### The metal 2 layer

Cells faint in the background.
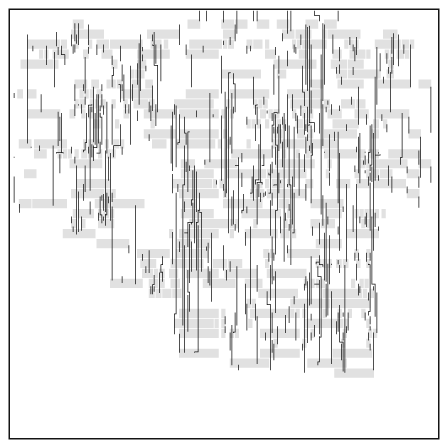
### Selected gate families

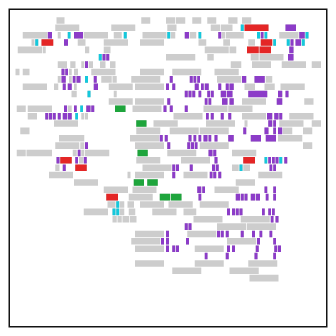
### Register map, names as in the netlist

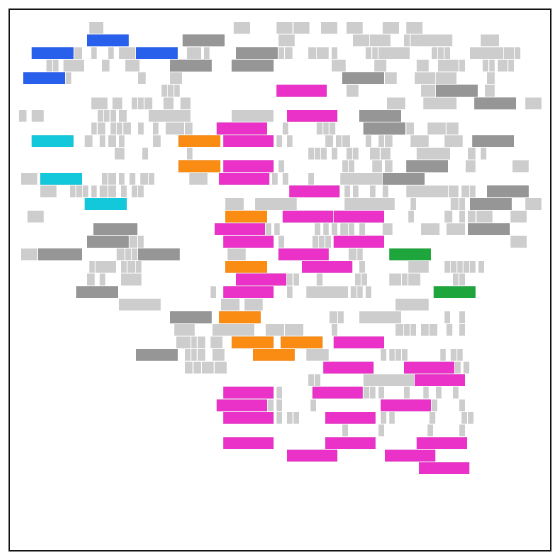
<file path="src/rtl/mini_bit_pkg.sv">
// Shared types and helpers for the mini_bit serial blocks.
// Parity support in consumers is enabled by MINI_BIT_TX_SINK_PARITY_EN.
package mini_bit_pkg;

  typedef enum logic [2:0] {
    ST_IDLE   = 3'd0,
    ST_START  = 3'd1,
    ST_DATA   = 3'd2,
    ST_PARITY = 3'd3,
    ST_STOP   = 3'd4
  } mb_state_e;

  localparam int MB_DATA_BITS = 8;

  // Even parity: the bit that makes the total count of ones even.
  function automatic logic mb_even_parity(input logic [MB_DATA_BITS-1:0] d);
    return ^d;
  endfunction

endpackage

</file>
<file path="src/rtl/mini_bit_fifo.sv">
// Synchronous FIFO with occupancy count and a registered head entry.
// Shared by the mini_bit serial sink and future tx sources.
module mini_bit_fifo #(
  parameter int DEPTH = 4,
  parameter int W     = 8
) (
  input  logic                   clk,
  input  logic                   rst_n,
  input  logic                   push,
  input  logic [W-1:0]           push_data,
  input  logic                   pop,
  output logic [W-1:0]           head,
  output logic [$clog2(DEPTH):0] count,
  output logic                   full,
  output logic                   empty
);

  localparam int PW = $clog2(DEPTH);
  localparam int CW = PW + 1;

  logic [W-1:0]  mem [DEPTH];
  logic [PW-1:0] rd_ptr;
  logic [PW-1:0] wr_ptr;
  logic [PW-1:0] rd_next;
  logic          pop_ok;
  logic          push_ok;
  logic [CW-1:0] count_kept;
  logic [CW-1:0] count_next;

  assign empty      = (count == '0);
  assign full       = (count == CW'(DEPTH));
  assign pop_ok     = pop && !empty;
  // A pop in the same cycle frees the slot a push into a full FIFO needs.
  assign push_ok    = push && (!full || pop_ok);
  assign rd_next    = rd_ptr + PW'(pop_ok);
  assign count_kept = count - CW'(pop_ok);
  assign count_next = count_kept + CW'(push_ok);

  always_ff @(posedge clk) begin
    if (push_ok) mem[wr_ptr] <= push_data;
  end

  always_ff @(posedge clk or negedge rst_n) begin
    if (!rst_n) begin
      rd_ptr <= '0;
      wr_ptr <= '0;
      count  <= '0;
      head   <= '0;
    end else begin
      rd_ptr <= rd_next;
      wr_ptr <= wr_ptr + PW'(push_ok);
      count  <= count_next;
      // Head is loaded from the incoming byte when it becomes the only entry.
      if (push_ok && (count_kept == '0)) head <= push_data;
      else if (count_next != '0)         head <= mem[rd_next];
    end
  end

endmodule

</file>
<file path="src/rtl/mini_bit_tx_sink.sv">
// Deserialises 8N1 frames from the mini_bit tx line into a FIFO with sticky errors.
// Define MINI_BIT_TX_SINK_PARITY_EN for 8E1 frames and the parity_err flag.
module mini_bit_tx_sink
  import mini_bit_pkg::*;
#(
  parameter int CLKS_PER_BIT = 16,
  parameter int DEPTH        = 4
) (
  input  logic                   clk,
  input  logic                   rst_n,
  input  logic                   tx,
  output logic [7:0]             data_out,
  output logic                   data_valid,
  input  logic                   data_ready,
  output logic                   frame_err,
  output logic                   overrun,
`ifdef MINI_BIT_TX_SINK_PARITY_EN
  output logic                   parity_err,
`endif
  input  logic                   err_clear,
  output logic [$clog2(DEPTH):0] fifo_count,
  output logic [2:0]             state_dbg
);

  localparam int CNT_W = $clog2(CLKS_PER_BIT);
  localparam int IW    = $clog2(MB_DATA_BITS);
  localparam logic [CNT_W-1:0] CNT_LAST = CNT_W'(CLKS_PER_BIT - 1);
  localparam logic [CNT_W-1:0] CNT_HALF = CNT_W'(CLKS_PER_BIT / 2 - 1);
  localparam logic [IW-1:0]    IDX_LAST = IW'(MB_DATA_BITS - 1);

  logic sync1;
  logic s;

  mb_state_e             state_q, state_d;
  logic [CNT_W-1:0]      cnt_q, cnt_d;
  logic [IW-1:0]         idx_q, idx_d;
  logic [MB_DATA_BITS-1:0] shreg_q, shreg_d;
  logic                  brk_q, brk_d;
  logic                  push_q, push_d;
  logic                  frame_set;
`ifdef MINI_BIT_TX_SINK_PARITY_EN
  logic                  par_bad_q, par_bad_d;
  logic                  par_set;
`endif

  logic fifo_full;
  logic fifo_empty;
  logic pop;
  logic ovr_set;

  always_ff @(posedge clk or negedge rst_n) begin
    if (!rst_n) begin
      sync1 <= 1'b1;
      s     <= 1'b1;
    end else begin
      sync1 <= tx;
      s     <= sync1;
    end
  end

  always_ff @(posedge clk or negedge rst_n) begin
    if (!rst_n) begin
      state_q   <= ST_IDLE;
      cnt_q     <= '0;
      idx_q     <= '0;
      shreg_q   <= '0;
      brk_q     <= 1'b0;
      push_q    <= 1'b0;
`ifdef MINI_BIT_TX_SINK_PARITY_EN
      par_bad_q <= 1'b0;
`endif
    end else begin
      state_q   <= state_d;
      cnt_q     <= cnt_d;
      idx_q     <= idx_d;
      shreg_q   <= shreg_d;
      brk_q     <= brk_d;
      push_q    <= push_d;
`ifdef MINI_BIT_TX_SINK_PARITY_EN
      par_bad_q <= par_bad_d;
`endif
    end
  end

  always_comb begin
    state_d   = state_q;
    cnt_d     = cnt_q + CNT_W'(1);
    idx_d     = idx_q;
    shreg_d   = shreg_q;
    brk_d     = brk_q;
    push_d    = 1'b0;
    frame_set = 1'b0;
`ifdef MINI_BIT_TX_SINK_PARITY_EN
    par_bad_d = par_bad_q;
    par_set   = 1'b0;
`endif
    unique case (state_q)
      ST_IDLE: begin
        cnt_d = '0;
        idx_d = '0;
        brk_d = 1'b0;
`ifdef MINI_BIT_TX_SINK_PARITY_EN
        par_bad_d = 1'b0;
`endif
        if (!s) state_d = ST_START;
      end
      ST_START: begin
        if (cnt_q == CNT_HALF) begin
          cnt_d   = '0;
          idx_d   = '0;
          state_d = s ? ST_IDLE : ST_DATA;
        end
      end
      ST_DATA: begin
        if (cnt_q == CNT_LAST) begin
          cnt_d   = '0;
          shreg_d = {s, shreg_q[MB_DATA_BITS-1:1]};
          idx_d   = idx_q + IW'(1);
          if (idx_q == IDX_LAST) begin
            idx_d = '0;
`ifdef MINI_BIT_TX_SINK_PARITY_EN
            state_d = ST_PARITY;
`else
            state_d = ST_STOP;
`endif
          end
        end
      end
`ifdef MINI_BIT_TX_SINK_PARITY_EN
      ST_PARITY: begin
        if (cnt_q == CNT_LAST) begin
          cnt_d   = '0;
          state_d = ST_STOP;
          if (s != mb_even_parity(shreg_q)) begin
            par_set   = 1'b1;
            par_bad_d = 1'b1;
          end
        end
      end
`endif
      ST_STOP: begin
        // After a low stop bit, park here until the line idles so a break flags once.
        if (brk_q) begin
          cnt_d = '0;
          if (s) begin
            brk_d   = 1'b0;
            state_d = ST_IDLE;
          end
        end else if (cnt_q == CNT_LAST) begin
          cnt_d = '0;
          if (s) begin
`ifdef MINI_BIT_TX_SINK_PARITY_EN
            push_d = !par_bad_q;
`else
            push_d = 1'b1;
`endif
            state_d = ST_IDLE;
          end else begin
            frame_set = 1'b1;
            brk_d     = 1'b1;
          end
        end
      end
      default: state_d = ST_IDLE;
    endcase
  end

  assign pop     = data_valid && data_ready;
  assign ovr_set = push_q && fifo_full && !pop;

  mini_bit_fifo #(
    .DEPTH(DEPTH),
    .W    (MB_DATA_BITS)
  ) u_fifo (
    .clk      (clk),
    .rst_n    (rst_n),
    .push     (push_q),
    .push_data(shreg_q),
    .pop      (pop),
    .head     (data_out),
    .count    (fifo_count),
    .full     (fifo_full),
    .empty    (fifo_empty)
  );

  assign data_valid = !fifo_empty;
  assign state_dbg  = state_q;

  // Sticky flags: a set in the same cycle as err_clear takes priority.
  always_ff @(posedge clk or negedge rst_n) begin
    if (!rst_n) begin
      frame_err  <= 1'b0;
      overrun    <= 1'b0;
`ifdef MINI_BIT_TX_SINK_PARITY_EN
      parity_err <= 1'b0;
`endif
    end else begin
      frame_err  <= frame_set | (frame_err & ~err_clear);
      overrun    <= ovr_set   | (overrun   & ~err_clear);
`ifdef MINI_BIT_TX_SINK_PARITY_EN
      parity_err <= par_set   | (parity_err & ~err_clear);
`endif
    end
  end

endmodule
</file>
<file path="config.mk">
export PLATFORM = sky130hd
export DESIGN_NAME = mini_bit_tx_sink
export DESIGN_NICKNAME = d
export VERILOG_FILES = /design/src/rtl/mini_bit_pkg.sv /design/src/rtl/mini_bit_fifo.sv /design/src/rtl/mini_bit_tx_sink.sv
export SDC_FILE = /design/constraint.sdc
export NUM_CORES = 1
export LEC_CHECK = 0
export ABC_AREA = 1
export CORE_MARGIN = 1.5
export CORE_UTILIZATION = 25
export DETAILED_ROUTE_END_ITERATION = 8
export MAX_ROUTING_LAYER = met4
export PLACE_DENSITY = 0.41
export SETUP_SLACK_MARGIN = 0.05
export SLEW_MARGIN = 20
export SYNTH_ARGS = -nofsm -noshare
export SYNTH_HDL_FRONTEND = slang
export SYNTH_SLANG_ARGS = --single-unit
</file>
<file path="constraint.sdc">
create_clock -name clk -period 2.3 [get_ports clk]
set_input_delay 0.46 -clock clk [delete_from_list [all_inputs] [get_ports clk]]
set_output_delay 0.46 -clock clk [all_outputs]
set_load 0.01 [all_outputs]
</file>
==> flow_metrics.tcl <==
# yosys + openroad results
set metrics [dict create \
    grt_pass1_vias 2141 \
    drcViolationCount 0 \
    grt_pass1_wl_mm 11.22 \
    mostFrequentLayoutCells "nand2_1, dfrtp_1, edfxtp_1" \
    switching_share 0.3696 \
    status "finished, final reports clean" \
    layout_top_cell "nand2_1" \
    reg2reg_to "u_fifo.head[1]" \
    drv_cap 0 \
    drtIter0Drc 72 \
    clkCellAreaFrac 0.07648 \
    regArea_um2 1939 \
    area_growth_pct 27.97 \
    p_per_area_nw_per_um2 1320 \
    critPathMaxStageDelay_ns 0.42 \
    comb_cells 227 \
    dp_hpwl_mm 4.602 \
    cts_max_level 3 \
    fillers 1325 \
    gp_congestion 0.7202 \
    final_layout_size_suffix_gt1_frac 0.1845 \
    ant_nets 0 \
    grt_setup_unrepaired "no" \
    synth-main-ff-cell "dfrtp_1" \
    largestPowerGroup "combinational cells" \
]
About 'The metal 2 layer':
share of all routed wire: 47%
main direction: vertical
nets with wire on the layer: 266
wire length on this layer: 3190 um

About 'Selected gate families':
[purple] nand cells | cells: 168
[red] fa/ha/maj cells | cells: 9
[green] mux cells | cells: 7 | where: centre
[cyan] inv cells | cells: 23

About 'Register map, names as in the netlist':
[orange] shreg_q | placed flops: 8 | where: centre
[blue] cnt_q | placed flops: 4 | where: north-west
[green] u_fifo.rd_ptr | placed flops: 2
[cyan] state_dbg | placed flops: 3
[magenta] u_fifo.mem | placed flops: 32
not coloured: 22
flop share of the area: 0.4686
Seq. pwr: 1.66 mW

==> timing repair <==
item / CTS / global route
hold buffers: 0 / 0
endpoints found under the setup margin: 1 / 7
resized: 1 / 17
pin swaps: 0 / 11
==> flip-flops by register name (all words and copies together) (netlist names), 2 cells and up <==
register       cells
idx_q              3
u_fifo.head        8
u_fifo.mem        32
u_fifo.count       3
state_dbg          3
u_fifo.wr_ptr      2
shreg_q            8
cnt_q              4
u_fifo.rd_ptr      2
==> metal layers <==
metal | vias to the layer above | routed length, um | part of all wire | GRT usage
li1 | 1147 | - | - | -
met1 | 1023 | 3372 | 0.50 | 0.1506
met2 | 24 | 3194 | 0.47 | 0.1684
met3 | 2 | 163 | 0.024 | 0.03581
met4 | 0 | 17 | 0.0025 | 0.02570
met5 | - | 0 | 0 | -
Power figures rest on the tool's default switching activity, not on a simulated workload.
